### Cell sizes after repair

Bar = 50 µm.
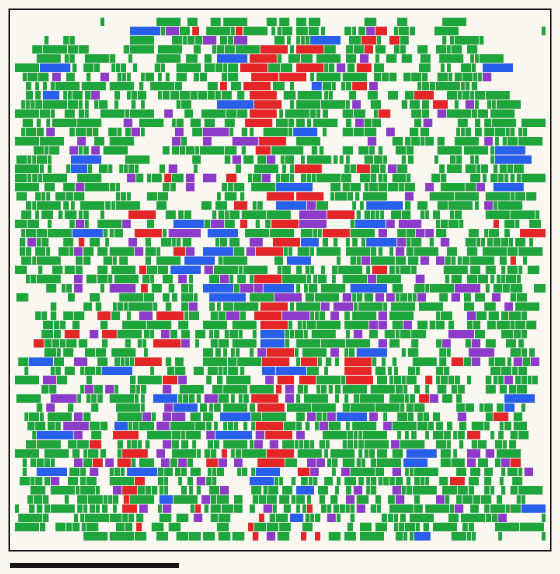
### Routing congestion

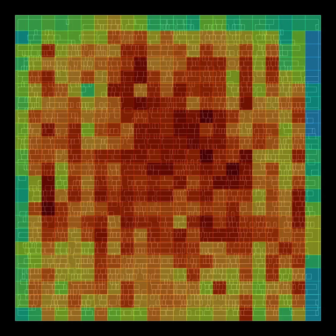
### Selected gate families

Bar = 50 µm.
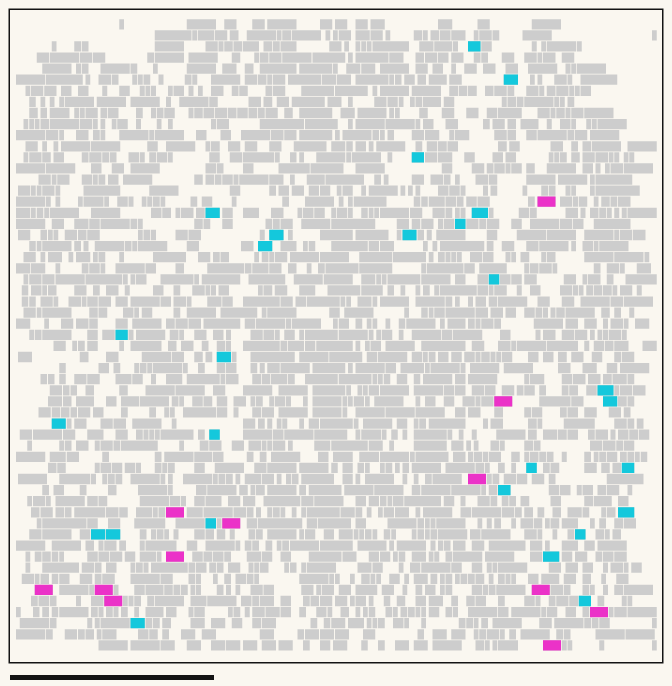
===== src/rtl/timer_bank.sv =====
`default_nettype none
// +----------------------------------------------------------------------+
// | timer_bank: NCH independent programmable timers with sticky IRQs.     |
// | Revision: 1.0                                                         |
// +----------------------------------------------------------------------+
module timer_bank #(
  parameter int NCH            = 4,
  parameter int CNT_W          = 24,
  parameter int DEFAULT_PERIOD = 50000,
  parameter int DATA_W         = 32,
  parameter int ADDR_W         = $clog2(NCH) + 2
) (
  input  logic              clk,
  input  logic              reset,
  input  logic              we,
  input  logic [ADDR_W-1:0] addr,
  input  logic [DATA_W-1:0] wdata,
  output logic [DATA_W-1:0] rdata,
  output logic [NCH-1:0]    irq
);

  localparam logic [CNT_W-1:0] RST_PERIOD = CNT_W'(DEFAULT_PERIOD);
  localparam int               CH_W       = (ADDR_W > 2) ? ADDR_W - 2 : 1;

  logic [CH_W-1:0]  ch_sel;
  logic [1:0]       reg_sel;
  logic [CNT_W-1:0] period_q [NCH];
  logic [CNT_W-1:0] period_d [NCH];
  logic [CNT_W-1:0] count_q  [NCH];
  logic [CNT_W-1:0] count_d  [NCH];
  logic [NCH-1:0]   en_q, en_d, mode_q, mode_d, pend_q, pend_d;
  logic [NCH-1:0]   term;
  logic             unused_wdata;

  assign reg_sel      = addr[1:0];
  assign unused_wdata = ^wdata;
  assign irq          = pend_q;

  generate
    if (ADDR_W > 2) begin : g_ch_field
      assign ch_sel = addr[ADDR_W-1:2];
    end else begin : g_ch_single
      assign ch_sel = '0;
    end
  endgenerate

  always_comb begin
    period_d = period_q;
    count_d  = count_q;
    en_d     = en_q;
    mode_d   = mode_q;
    pend_d   = pend_q;
    term     = '0;
    for (int c = 0; c < NCH; c++) begin
      term[c] = en_q[c] && (period_q[c] != '0) &&
                (count_q[c] == period_q[c] - CNT_W'(1));
      if (en_q[c] && (period_q[c] != '0)) begin
        count_d[c] = term[c] ? '0 : count_q[c] + CNT_W'(1);
      end
      if (term[c]) begin
        pend_d[c] = 1'b1;
        if (mode_q[c]) begin
          en_d[c] = 1'b0;
        end
      end
      if (we && (ch_sel == CH_W'(c))) begin
        case (reg_sel)
          2'd0: begin
            period_d[c] = wdata[CNT_W-1:0];
            count_d[c]  = '0;
          end
          2'd1: begin
            en_d[c]   = wdata[0];
            mode_d[c] = wdata[1];
            // A terminal on the same edge keeps PEND set over the W1C.
            if (wdata[2] && !term[c]) begin
              pend_d[c] = 1'b0;
            end
            if (wdata[0] && !en_q[c]) begin
              count_d[c] = '0;
            end
          end
          default: ;
        endcase
      end
    end
  end

  always_ff @(posedge clk) begin
    if (reset) begin
      for (int c = 0; c < NCH; c++) begin
        period_q[c] <= RST_PERIOD;
        count_q[c]  <= '0;
      end
      en_q   <= '0;
      mode_q <= '0;
      pend_q <= '0;
    end else begin
      period_q <= period_d;
      count_q  <= count_d;
      en_q     <= en_d;
      mode_q   <= mode_d;
      pend_q   <= pend_d;
    end
  end

  always_comb begin
    rdata = '0;
    for (int c = 0; c < NCH; c++) begin
      if (ch_sel == CH_W'(c)) begin
        case (reg_sel)
          2'd0:    rdata[CNT_W-1:0] = period_q[c];
          2'd1:    rdata[2:0]       = {pend_q[c], mode_q[c], en_q[c]};
          2'd2:    rdata[CNT_W-1:0] = count_q[c];
          default: ;
        endcase
      end
    end
  end

endmodule
`default_nettype wire

===== config.mk =====
export PLATFORM = sky130hd
export DESIGN_NAME = timer_bank
export DESIGN_NICKNAME = d
export VERILOG_FILES = /design/src/rtl/timer_bank.sv
export SDC_FILE = /design/constraint.sdc
export NUM_CORES = 1
export LEC_CHECK = 0
export CAP_MARGIN = 25
export CORE_MARGIN = 1
export CORE_UTILIZATION = 55
export DETAILED_ROUTE_END_ITERATION = 10
export MAX_ROUTING_LAYER = met4
export PLACE_DENSITY = 0.77
export RECOVER_POWER = 50
export SETUP_SLACK_MARGIN = 0.05
export SLEW_MARGIN = 20
export SYNTH_ARGS = -nofsm -noshare
export SYNTH_HDL_FRONTEND = slang
export SYNTH_SLANG_ARGS = --single-unit
export TNS_END_PERCENT = 30

===== constraint.sdc =====
create_clock -name clk -period 3.01 [get_ports clk]
set_input_delay 0.7525 -clock clk [delete_from_list [all_inputs] [get_ports clk]]
set_output_delay 0.7525 -clock clk [all_outputs]
set_load 0.02 [all_outputs]

==> GITHUB_STEP_SUMMARY <==
## PnR job results

| Metric | Value |
|---|---|
| Cell count in the Yosys report | around 1700 |
| Top Ports | between 70 and 80 |
| Final worst slack | -0.00228 ns |
| First-pass GRT wire length | 75.4 mm |
| Initial antenna violation count | 1 |
| Clock skew | roughly 0.011 ns |
| Setup-failing EPs final | 1 |
| Vias/cell | 6.28 |
| TritonCTS Sinks | 204 |
| Worst-path cell chain | buf_6, or4_4, buf_12, nor4_4, a21oi_2, or4_4, nor4_4, o2111ai_4, nand2_4, clkbuf_16, nor2_1 |
| CTS tree | yes |
| Simple Share, Synth | 29.9% |
| Die H | about 160 µm |
| Vias | 13900 |
| Hold Buf Count CTS | 0 |
| Num CTS Buffers | 24 |
| Hold depth | 2 |
| Worst reg-to-reg path cell count | 11 |
| Post-layout period usage | 100% |
| Dominant kind of combinational cell | simple AND/OR/NAND/NOR gates |
| Core ar. | 24400 µm² |
| Site Rows | 57 |
| Mapped Area | 13700 µm² |
| Vias in the first global route | 13100 |
| Synth cell types | 84 |
| Hold Crit Class | flip-flop to flip-flop |
| Total Neg Setup Slack | -0.00228 ns |
| Status | complete, but fails checks |
| Crit path required time | about 3.4 ns |
| Yosys Warn Count | 0 |
| Top cells excl fill/tap | nand2_1 (287), dfxtp_1 (201), nor2_1 (171), buf_4 (155), xnor2_1 (115) |
| Failing checks | negative setup slack |
| Clock Latency Late Sink | 0.54 ns |
| IO Port Bufs | 58 |
| AO/OA Area Share | 10.7% |
About 'Cell sizes after repair':
purple -> drive 3 to 4  # cells 187
green -> drive 1 or less  # cells 1545
red -> drive 2  # cells 103
blue -> drive 6 and up  # cells 58
fin area: 16900 µm²
Area Overhead vs Synth: 23.3%

About 'Routing congestion':
GR Util met3: 4.96%
Routed WL per cell: 22.9 µm

About 'Selected gate families':
cyan -> AND-OR and OR-AND gates  # cells 27, most used o21a_1
magenta -> adder and majority cells  # cells 12, most used ha_1
final std cells w/o fill: 2218
Commonest Layout Cell: nand2_1

## power breakdown
group	internal, mW	switching, mW	total, mW
clock network	2.28	1.27	3.54
logic	0.288	0.399	0.686
registers	2.73	0.0546	2.79
total	5.29	1.72	7.01
## layout make-up
cell class                      instances  area [µm²]
Antenna cell                            1        2.50
Clock buffer                           29         671
Timing Repair Buffer                  239        2070
Inverter                               25        93.8
Sequential cell                       204        4090
Multi-Input combinational cell       1381        9290
Clock inverter                         15         285
Tap cell                              324         405
Fill cell                            1993        7490
## flip-flops by register name (all words and copies together), names as in the netlist
| signal | count |
|---|---|
| count_q | 96 |
| period_q | 96 |
| en_q | 4 |
| irq | 4 |
| mode_q | 4 |
## synthesized netlist by cell type (all sizes together) (6+ instances only)
cell	number
xnor2	116
nor3b	7
nor2b	8
nor2	187
o31ai	8
or4	17
buf	38
nor3	60
inv	25
xor2	95
a31oi	8
nand3b	30
nand2b	9
a21oi	104
or3	9
nand3	70
and4	6
mux2i	38
o21ai	45
ha	12
nor4	48
mux4	42
dfxtp	204
nand2	288
nand4	40
o211ai	6
and2	8
and3	24
clkbuf	95
a211oi	8
## layer usage
| metal | GRT usage (%) | vias up |
|---|---|---|
| li1 | - | 6377 |
| met1 | 48.2 | 6639 |
| met2 | 63.4 | 712 |
| met3 | 4.96 | 194 |
| met4 | 23.2 | 0 |
| met5 | - | - |
## critical path, delay by kind of cell, from the launching register on
kind            cells  cell delay (ns)
simple gates        6             1.76
buf+inv             3             0.49
flops               1             0.33
compound gates      2             0.33
## what timing repair did
item | CTS | global route
gates resized | 45 | 72
buffers inserted | 0 | 7
pin swaps | 1 | 22
setup endpoints to repair | 50 | 94
cloned | 0 | 3
No activity file was given, so power comes from the tool's default toggle rates.
